--- config.mk ---
export PLATFORM = sky130hd
export DESIGN_NAME = neopixel_strand_controller
export DESIGN_NICKNAME = d
export VERILOG_FILES = /design/src/rtl/neopixel_strand_controller.sv
export SDC_FILE = /design/constraint.sdc
export NUM_CORES = 1
export LEC_CHECK = 0
export CORE_ASPECT_RATIO = 2
export CORE_MARGIN = 10
export CORE_UTILIZATION = 50
export DETAILED_ROUTE_END_ITERATION = 12
export HOLD_SLACK_MARGIN = 0.06
export PLACE_DENSITY_LB_ADDON = 0.1
export SYNTH_ARGS = -nofsm -noshare
export SYNTH_HDL_FRONTEND = slang
export SYNTH_SLANG_ARGS = --single-unit
--- constraint.sdc ---
create_clock -name clock -period 4.74 [get_ports clock]
set_input_delay 0.948 -clock clock [delete_from_list [all_inputs] [get_ports clock]]
set_output_delay 0.948 -clock clock [all_outputs]
set_load 0.005 [all_outputs]
--- src/rtl/neopixel_strand_controller.sv ---
// Five-pixel NeoPixel strand controller: byte-wise image loading, serial transmit, 2500-cycle latch gap.
// Optional macro NEOPIXEL_AUTO_CLEAR_EN clears the image when the latch gap ends.
module neopixel_strand_controller (
    input  logic         clock,
    input  logic         reset,
    input  logic [7:0]   color_level,
    input  logic [1:0]   color_index,
    input  logic [2:0]   pixel_index,
    input  logic         load_color,
    input  logic         send_it,
    output logic         neo_data,
    output logic         ready_to_load,
    output logic         ready_to_send,
    output logic [119:0] display_packet
);

    typedef enum logic [1:0] {
        IDLE,
        SEND,
        WAIT50
    } state_t;

    state_t       r_state;
    logic [119:0] r_shift;
    logic [6:0]   r_sendCount;
    logic [5:0]   r_bitCycle;
    logic [11:0]  r_wait50Count;

    logic [6:0]   w_pixelBase;
    logic [6:0]   w_colorOffset;
    logic [6:0]   w_byteLsb;
    logic         w_loadValid;
    logic         w_lastCycleOfBit;
    logic         w_nextBit;
    logic [5:0]   w_nextCycle;
    logic         w_nextHigh;

    // Each pixel is stored as {G,R,B}, pixel 0 in the top 24 bits.
    always_comb begin
        w_pixelBase = 7'd0;
        case (pixel_index)
            3'd0:    w_pixelBase = 7'd96;
            3'd1:    w_pixelBase = 7'd72;
            3'd2:    w_pixelBase = 7'd48;
            3'd3:    w_pixelBase = 7'd24;
            default: w_pixelBase = 7'd0;
        endcase
        w_colorOffset = 7'd0;
        case (color_index)
            2'd0:    w_colorOffset = 7'd8;
            2'd2:    w_colorOffset = 7'd16;
            default: w_colorOffset = 7'd0;
        endcase
    end

    assign w_byteLsb = w_pixelBase + w_colorOffset;

    // A send request in IDLE takes priority over a simultaneous load.
    assign w_loadValid = load_color && ready_to_load && (color_index != 2'd3) &&
                         (pixel_index <= 3'd4) && !((r_state == IDLE) && send_it);

    assign w_lastCycleOfBit = (r_bitCycle == 6'd61);
    assign w_nextBit        = w_lastCycleOfBit ? r_shift[118] : r_shift[119];
    assign w_nextCycle      = w_lastCycleOfBit ? 6'd0 : (r_bitCycle + 6'd1);
    assign w_nextHigh       = (w_nextCycle < (w_nextBit ? 6'd35 : 6'd18));

    always_ff @(posedge clock) begin
        if (reset) begin
            r_state        <= IDLE;
            r_shift        <= '0;
            r_sendCount    <= '0;
            r_bitCycle     <= '0;
            r_wait50Count  <= '0;
            display_packet <= '0;
            neo_data       <= 1'b0;
            ready_to_load  <= 1'b1;
            ready_to_send  <= 1'b1;
        end else begin
            if (w_loadValid) begin
                display_packet[w_byteLsb +: 8] <= color_level;
            end
            case (r_state)
                IDLE: begin
                    if (send_it) begin
                        r_state       <= SEND;
                        r_shift       <= display_packet;
                        r_sendCount   <= '0;
                        r_bitCycle    <= '0;
                        neo_data      <= 1'b1;
                        ready_to_load <= 1'b0;
                        ready_to_send <= 1'b0;
                    end
                end
                SEND: begin
                    if (w_lastCycleOfBit && (r_sendCount == 7'd119)) begin
                        r_state       <= WAIT50;
                        r_wait50Count <= '0;
                        neo_data      <= 1'b0;
                        ready_to_load <= 1'b1;
                    end else begin
                        // neo_data is registered, so it is computed for the upcoming cycle.
                        if (w_lastCycleOfBit) begin
                            r_sendCount <= r_sendCount + 7'd1;
                            r_shift     <= {r_shift[118:0], 1'b0};
                        end
                        r_bitCycle <= w_nextCycle;
                        neo_data   <= w_nextHigh;
                    end
                end
                WAIT50: begin
                    if (r_wait50Count == 12'd2499) begin
                        r_state       <= IDLE;
                        ready_to_send <= 1'b1;
`ifdef NEOPIXEL_AUTO_CLEAR_EN
                        display_packet <= '0;
`else
                        r_wait50Count <= '0;
`endif
                    end else begin
                        r_wait50Count <= r_wait50Count + 12'd1;
                    end
                end
                default: begin
                    r_state <= IDLE;
                end
            endcase
        end
    end

endmodule

==> flow_metrics.tcl, run 1 <==
# implementation run metrics
set metrics [dict create \
    fin_crit_sh 0.858 \
    cp_max_fo 9 \
    power_uw 4740 \
    hold_viol_final 0 \
    cts.sinks 270 \
    ys_seq_frac 0.474 \
    die-area_um2 29600 \
    vias 9701 \
    leakagePower_uw 0.00482 \
    cp-start-kind "primary input" \
    r2r_start "r_wait50Count[5]$_SDFFE_PP0P_" \
    grt_pass1_wl_mm 51.8 \
    crit_type "in -> reg" \
    layout.cells.most_common_list "nand2_1, dfxtp_1, nor2_1, clkdlybuf4s50_1, a311oi_1" \
    pre_cts_ws_ns 0.170 \
    dp.cells 1653 \
    synth.mux.area_fraction 0.0913 \
    grt_remaining_overflow 0 \
    io_pins 140 \
    synth.distinct_cells 58 \
    synth_flops 270 \
    yosys_area_um2 11400 \
    critPathSlowestCell "fa_1" \
    synth_top_cell_by_count "nand2_1" \
    warning_count 35 \
    maxCapViolCount 0 \
    coreArea_um2 22500 \
    cts-root-buf "clkbuf_16" \
    cp_cell_sequence "clkdlybuf4s50_1 -> nor2b_1 -> ha_1 -> fa_1 -> inv_1 -> ha_1 -> inv_1 -> xnor3_1 -> and4_1 -> o21bai_1 -> buf_4 -> mux2i_1 -> nor2_1" \
    nets 1428 \
    top_cells_by_area "dfxtp_1, nand2_1, a311oi_1" \
    route.detailed.drc 0 \
    ant_nets 0 \
    setup_ws_ns 0.674 \
    fin_skew_ns 0.00728 \
    cp-startpoint "pixel_index[0]" \
    synth.cell_area_um2 11400 \
    routabilityCongestion 0.920 \
    synth-edff-count 0 \
    fp_util 0.506 \
    max_stage_delay_ns 0.57 \
    dp_hpwl_mm 21.5 \
    ys_cells 1318 \
    mostFrequentLayoutCell "nand2_1" \
    rsz0062_at_grt "false" \
    area_growth_pct 20.4 \
    max-vdd-ir-drop_mv 0.349 \
    cts-resized-gates 0 \
    cts_buffer_depth 3 \
    grt_pass1_vias 9545 \
    detail_route.wl_per_cell_um 19.2 \
    top_cells_by_count "nand2_1, dfxtp_1, nor2_1" \
    ys_warn_count 0 \
    cts_tree "built" \
    fp_nets 1347 \
    compound_area_frac 0.139 \
    cp-end-kind "flip-flop" \
    logic_family "simple AND/OR/NAND/NOR gates" \
    dr.pass1.iters 5 \
    largest_area_cell "dfxtp_1" \
    min_from "r_shift[111]$_SDFFE_PP0P_" \
    p_per_area_nw_per_um2 345 \
    layout.cells.non_filler 1696 \
    track_usage 0.214 \
    ys_async_sr_fraction 0 \
    antenna_found_initial 1 \
    cts_setup_buffers 0 \
    crit_arrival_ns 4.45 \
    drtIter0Drc 680 \
    htreeDepth 1 \
    route.final.wire_length_mm 32.5 \
    ff_type "dfxtp_1" \
    avgSynthCellArea_um2 8.65 \
    layout-drive-gt1-share 0.0565 \
    layout_min_cycle_time_ns 4.07 \
    place_area_um2 13000 \
    grt_start_max_net_pins 132 \
    setup_violations 0 \
    hold_buffers 0 \
    synthCells 1318 \
    synth-adder-area-share 0.0138 \
    worstPathRequired_ns 5.12 \
    numCtsBuffers 24 \
    slew_viol_final 0 \
    io_buffers 139 \
    xor_share 0.0103 \
    vias_per_cell 5.72 \
    top_cell_area_share 0.474 \
    fmax_ghz 0.246 \
    cts.clk_slew.worst_paths_ns 0.07 \
    simple_gate_area_frac 0.234 \
    hold_class "reg -> reg" \
    die_h_um 234 \
    die_width_um 127 \
    slew_headroom 0.308 \
    tightestPinTransition_ns 1.03 \
    tns_ns 0 \
    outcome "complete, no violations" \
]
run 1: sequential cells by signal (all words and copies together) (netlist names):
register and count:
r_state 2, r_shift 120, ready_to_send 1, r_wait50Count 12
ready_to_load 1, display_packet 120, r_bitCycle 6, neo_data 1
r_sendCount 7
run 1: worst max-delay path: cells and delay by family:
family / cells / cell delay (ns)
buffers and inverters: 4 / 1.04
adders and majority gates: 3 / 1.01
and+or+nand+nor: 3 / 0.58
xor gates and xnor gates: 1 / 0.52
muxes: 1 / 0.20
AOI/OAI and AO/OA: 1 / 0.16
run 1: area by class of cell:
cell class	count	area, µm²
clock inverters	4	25.0
well taps	280	350
diodes	1	2.50
multi-input cells	938	5610
clock buffers	38	734
inverters	6	22.5
fillers	2033	8810
flip-flops and latches	270	5410
repair buffers	159	1580
run 1: routing by layer:
layer | vias up | track usage | part of all wire
met2 | 218 | 0.389 | 0.53
met5 | - | 0 | 0
li1 | 4739 | - | -
met3 | 42 | 0.0325 | 0.047
met4 | 0 | 0.0765 | 0.024
met1 | 4702 | 0.245 | 0.40
run 1: path summary, 6_finish.rpt:
kind              slack (ns)                               to  cells past startpoint
hold reg to reg         0.48        r_shift[112]$_SDFFE_PP0P_                      2
setup reg to reg        1.98    r_wait50Count[8]$_SDFFE_PP0P_                      6
hold / removal          0.48        r_shift[112]$_SDFFE_PP0P_                      2
setup / recovery        0.67  display_packet[67]$_SDFFE_PP0P_                     13
run 1: where the power goes:
part           internal (µW)  total [µW]  switching, µW
Sequential              2350        2390           45.3
Clock                   1060        1920            856
Combinational            144         425            281
Total                   3550        4740           1180
run 1: through the flow:
step / hold WS, ns / utilization
detailed placement: 0.468 / 0.575
global placement: 0.450 / 0.575
global route: 0.491 / 0.609
CTS: 0.476 / 0.609
finish: 0.476 / 0.609
floorplan: 0.437 / -
**Run 1: placement by cell class**

Drawn at 3 px/µm. Fill, decap, tap and diode cells in gray.
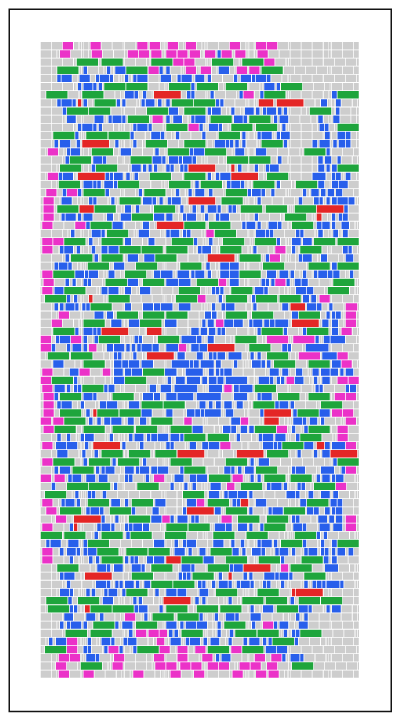
[clock drivers and dummy loads] red | cells: 42
[other buffers and delay cells] magenta | cells: 159
[all other logic] blue | cells: 944
[flip-flops] green | cells: 270
row count: 78
final non-filler cell area: 13,700 µm²

**Run 1: clock distribution**

Drawn at 3 px/µm.
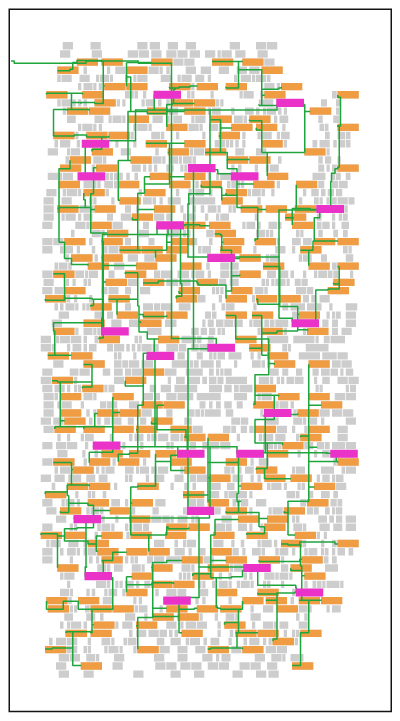
[clock wires] green | length: 3,260 µm
[flip-flops] orange | count: 270
[cells driving clock nets] magenta | count: 24
routed clock nets: 25
Late-Pin Clk Latency: 0.53 ns
clock network power: 1920 µW

**Run 1: register map, names as in the netlist**

Drawn at 3 px/µm. Other sequential cells in the stronger gray, the rest of the logic in the fainter gray.
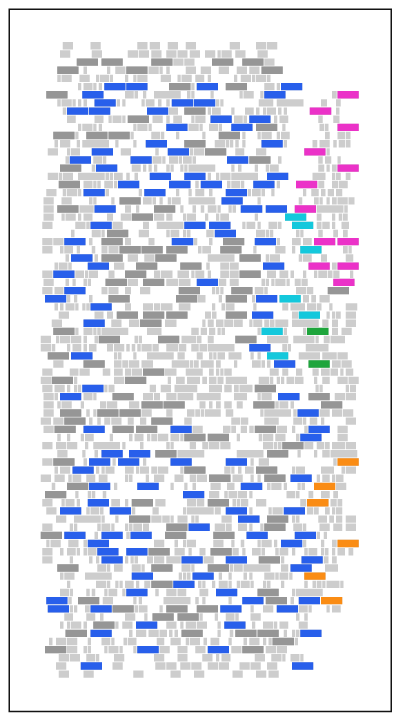
[r_shift] blue | sequential cells: 120
[r_wait50Count] magenta | sequential cells: 12 | where: upper right
[r_bitCycle] orange | sequential cells: 6 | where: lower right
[r_state] green | sequential cells: 2
[r_sendCount] cyan | sequential cells: 7 | where: middle right
not colored: 123
Final Util: 0.609
Seq group: 2390 µW
Flop area: 5410 µm²

**Run 1: floorplan with the power grid**

Drawn at 2 px/µm. Pins as bars on the die edge.
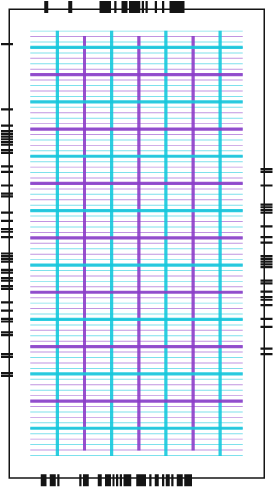
[VSS] cyan
[VDD] purple
signal pins: 140
met5 straps: 15

==> run 2, diff against run 1 <==
--- a/config.mk
+++ b/config.mk
@@ -7,5 +7,7 @@
 export LEC_CHECK = 0
+export CELL_PAD_IN_SITES_DETAIL_PLACEMENT = 0
+export CELL_PAD_IN_SITES_GLOBAL_PLACEMENT = 1
 export CORE_ASPECT_RATIO = 2
 export CORE_MARGIN = 10
-export CORE_UTILIZATION = 50
+export CORE_UTILIZATION = 42
 export DETAILED_ROUTE_END_ITERATION = 12
--- a/constraint.sdc
+++ b/constraint.sdc
@@ -3,2 +3,2 @@
 set_output_delay 0.948 -clock clock [all_outputs]
-set_load 0.005 [all_outputs]
+set_load 0.01 [all_outputs]
==> run 2 against run 1 <==
Global-route usage shrank 1.6 points. Register-to-register slack gained 0.15 ns. Worst hold slack lost 0.0073 ns. Sequential share of layout area shrank 0.47 points. Maximum frequency is essentially flat. Wire length grew 6.0%. Critical path type unchanged. First-iteration DRC count shrank 13%. Combinational power grew 2%.
==> flow_metrics.tcl, run 2 <==
# implementation run metrics
set metrics [dict create \
    route.detailed.drc 0 \
    r2r_end "r_wait50Count[8]$_SDFFE_PP0P_" \
    dr.pass1.iters 5 \
    fp_util 0.424 \
    cp_max_fo 8 \
    io_pins 140 \
    top_cell_area_share 0.474 \
    die_width_um 137 \
    synthCells 1318 \
    ant_nets 0 \
    layout.cells.non_filler 1767 \
    worstPathRequired_ns 5.12 \
    grt_pass1_wl_mm 54.0 \
    top_cells_by_area "dfxtp_1, nand2_1, a311oi_1" \
    fin_skew_ns 0.0111 \
    setup_ws_ns 0.675 \
    fillers 2608 \
    drtIter0Drc 592 \
    p_per_area_nw_per_um2 352 \
    ys_async_sr_fraction 0 \
    crit_type "in -> reg" \
    cts.clk_slew.worst_paths_ns 0.06 \
    cts_tree "built" \
    setup_violations 0 \
    layout-drive-gt1-share 0.0613 \
    vias_per_cell 5.45 \
    antenna_cells 0 \
    cts_setup_buffers 0 \
    hold_class "reg -> reg" \
    antenna_found_initial 0 \
    pre_cts_ws_ns 0.175 \
    cp_cell_sequence "clkdlybuf4s50_1 -> nor2b_1 -> ha_1 -> fa_1 -> inv_1 -> ha_1 -> inv_1 -> xnor3_1 -> and4_1 -> o21bai_1 -> buf_4 -> mux2i_1 -> nor2_1" \
    mostFrequentLayoutCell "nand2_1" \
    routabilityCongestion 0.855 \
    max_stage_delay_ns 0.60 \
    cp-startpoint "pixel_index[2]" \
    max-vdd-ir-drop_mv 0.311 \
    synth.distinct_cells 58 \
    hold_viol_final 0 \
    track_usage 0.198 \
    die_h_um 253 \
    grt_remaining_overflow 0 \
    dp_hpwl_mm 23.0 \
    top_cells_by_count "nand2_1, dfxtp_1, nor2_1" \
    ff_type "dfxtp_1" \
    synth_flops 270 \
    numCtsBuffers 25 \
    nets 1432 \
    ys_warn_count 0 \
    hold_depth 2 \
    route.final.wire_length_mm 34.5 \
    critPathSlowestCell "clkdlybuf4s50_1" \
    area_growth_pct 21.9 \
    grt_start_max_net_pins 127 \
    ys_cells 1318 \
    cts-root-buf "clkbuf_16" \
    crit_arrival_ns 4.45 \
    endpoint "display_packet[68]$_SDFFE_PP0P_" \
    holdPathEnd "ready_to_send$_SDFFE_PP1P_" \
    min_from "ready_to_send$_SDFFE_PP1P_" \
    synth.cell_area_um2 11400 \
    cts-resized-gates 0 \
    largest_area_cell "dfxtp_1" \
    synth_top_cell_by_count "nand2_1" \
    fp_nets 1347 \
    outcome "complete, no violations" \
    layout.cells.most_common_list "nand2_1, dfxtp_1, nor2_1, clkdlybuf4s50_1, a311oi_1" \
    tns_ns 0 \
    fin_area_um2 13900 \
    htreeDepth 1 \
    cts.sinks 270 \
    tightestPinTransition_ns 1.03 \
    yosys_area_um2 11400 \
    r2r_start "r_wait50Count[5]$_SDFFE_PP0P_" \
    cts_buffer_depth 3 \
    reg_top3 "display_packet x120, r_shift x120, r_wait50Count x12" \
    fmax_ghz 0.246 \
    ys_seq_frac 0.474 \
    cp-end-kind "flip-flop" \
    power_uw 4900 \
    vias 9622 \
    row_count 85 \
    grt_pass1_vias 9432 \
    leakagePower_uw 0.00488 \
    die-area_um2 34600 \
]
run 2: logic make-up after synthesis:
logic type | share of synthesized area
AOI/OAI and AO/OA | 0.139
xor gates and xnor gates | 0.0103
adders and majority gates | 0.0138
buffers and inverters | 0.0377
DFF | 0.474
muxes | 0.0913
and+or+nand+nor | 0.234
run 2: cell type report:
cell class | instances | area (µm²) | share of cell area
Timing Repair Buffer | 162 | 1590 | 0.114
Clock inverter | 5 | 75.1 | 0.00540
Tap cell | 348 | 435 | 0.0313
Multi-Input combinational cell | 938 | 5620 | 0.404
Clock buffer | 38 | 754 | 0.0543
Inverter | 6 | 22.5 | 0.00162
Sequential cell | 270 | 5410 | 0.389
run 2: worst max-delay path: cells and delay by family:
family / cells / cell delay [ns]
buffers and inverters: 4 / 1.08
xor gates and xnor gates: 1 / 0.53
and+or+nand+nor: 3 / 0.50
AOI/OAI and AO/OA: 1 / 0.14
muxes: 1 / 0.22
adders and majority gates: 3 / 1.03
run 2: report_power, final:
part           internal (µW)  switching, µW  leakage (µW)  total, µW
sequential              2350           45.4       0.00220       2390
combinational            144            288       0.00227        432
clock                   1200            871      0.000411       2070
total                   3690           1200       0.00488       4900
run 2: routing by layer:
metal | wire length [µm] | vias up | global-route usage | part of all wire
met2 | 18100 | 177 | 0.358 | 0.53
li1 | - | 4743 | - | -
met5 | 0 | - | 0 | 0
met3 | 1390 | 41 | 0.0290 | 0.040
met4 | 784 | 0 | 0.0563 | 0.023
met1 | 14200 | 4661 | 0.232 | 0.41
**Run 2: routing congestion map**

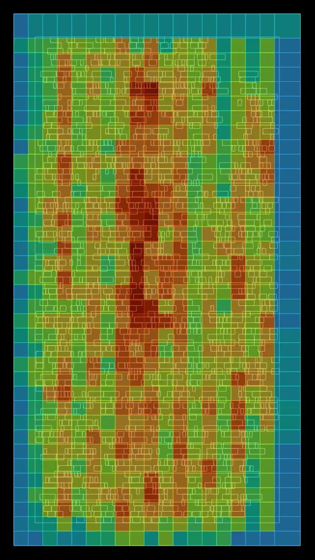
Routed wire per std cell: 19.5 µm
grt met3 use: 0.0290

**Run 2: floorplan with the power grid**

Drawn at 2 px/µm. Pins as bars on the die edge.
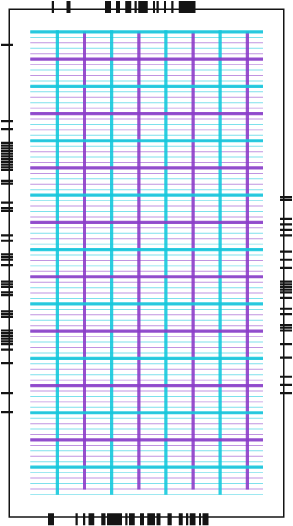
[VDD] purple
[VSS] cyan
signal pins: 140
met4 straps: 8
met1 rails: 86
met5 straps: 17

Power is estimated from default activity; no workload was simulated.
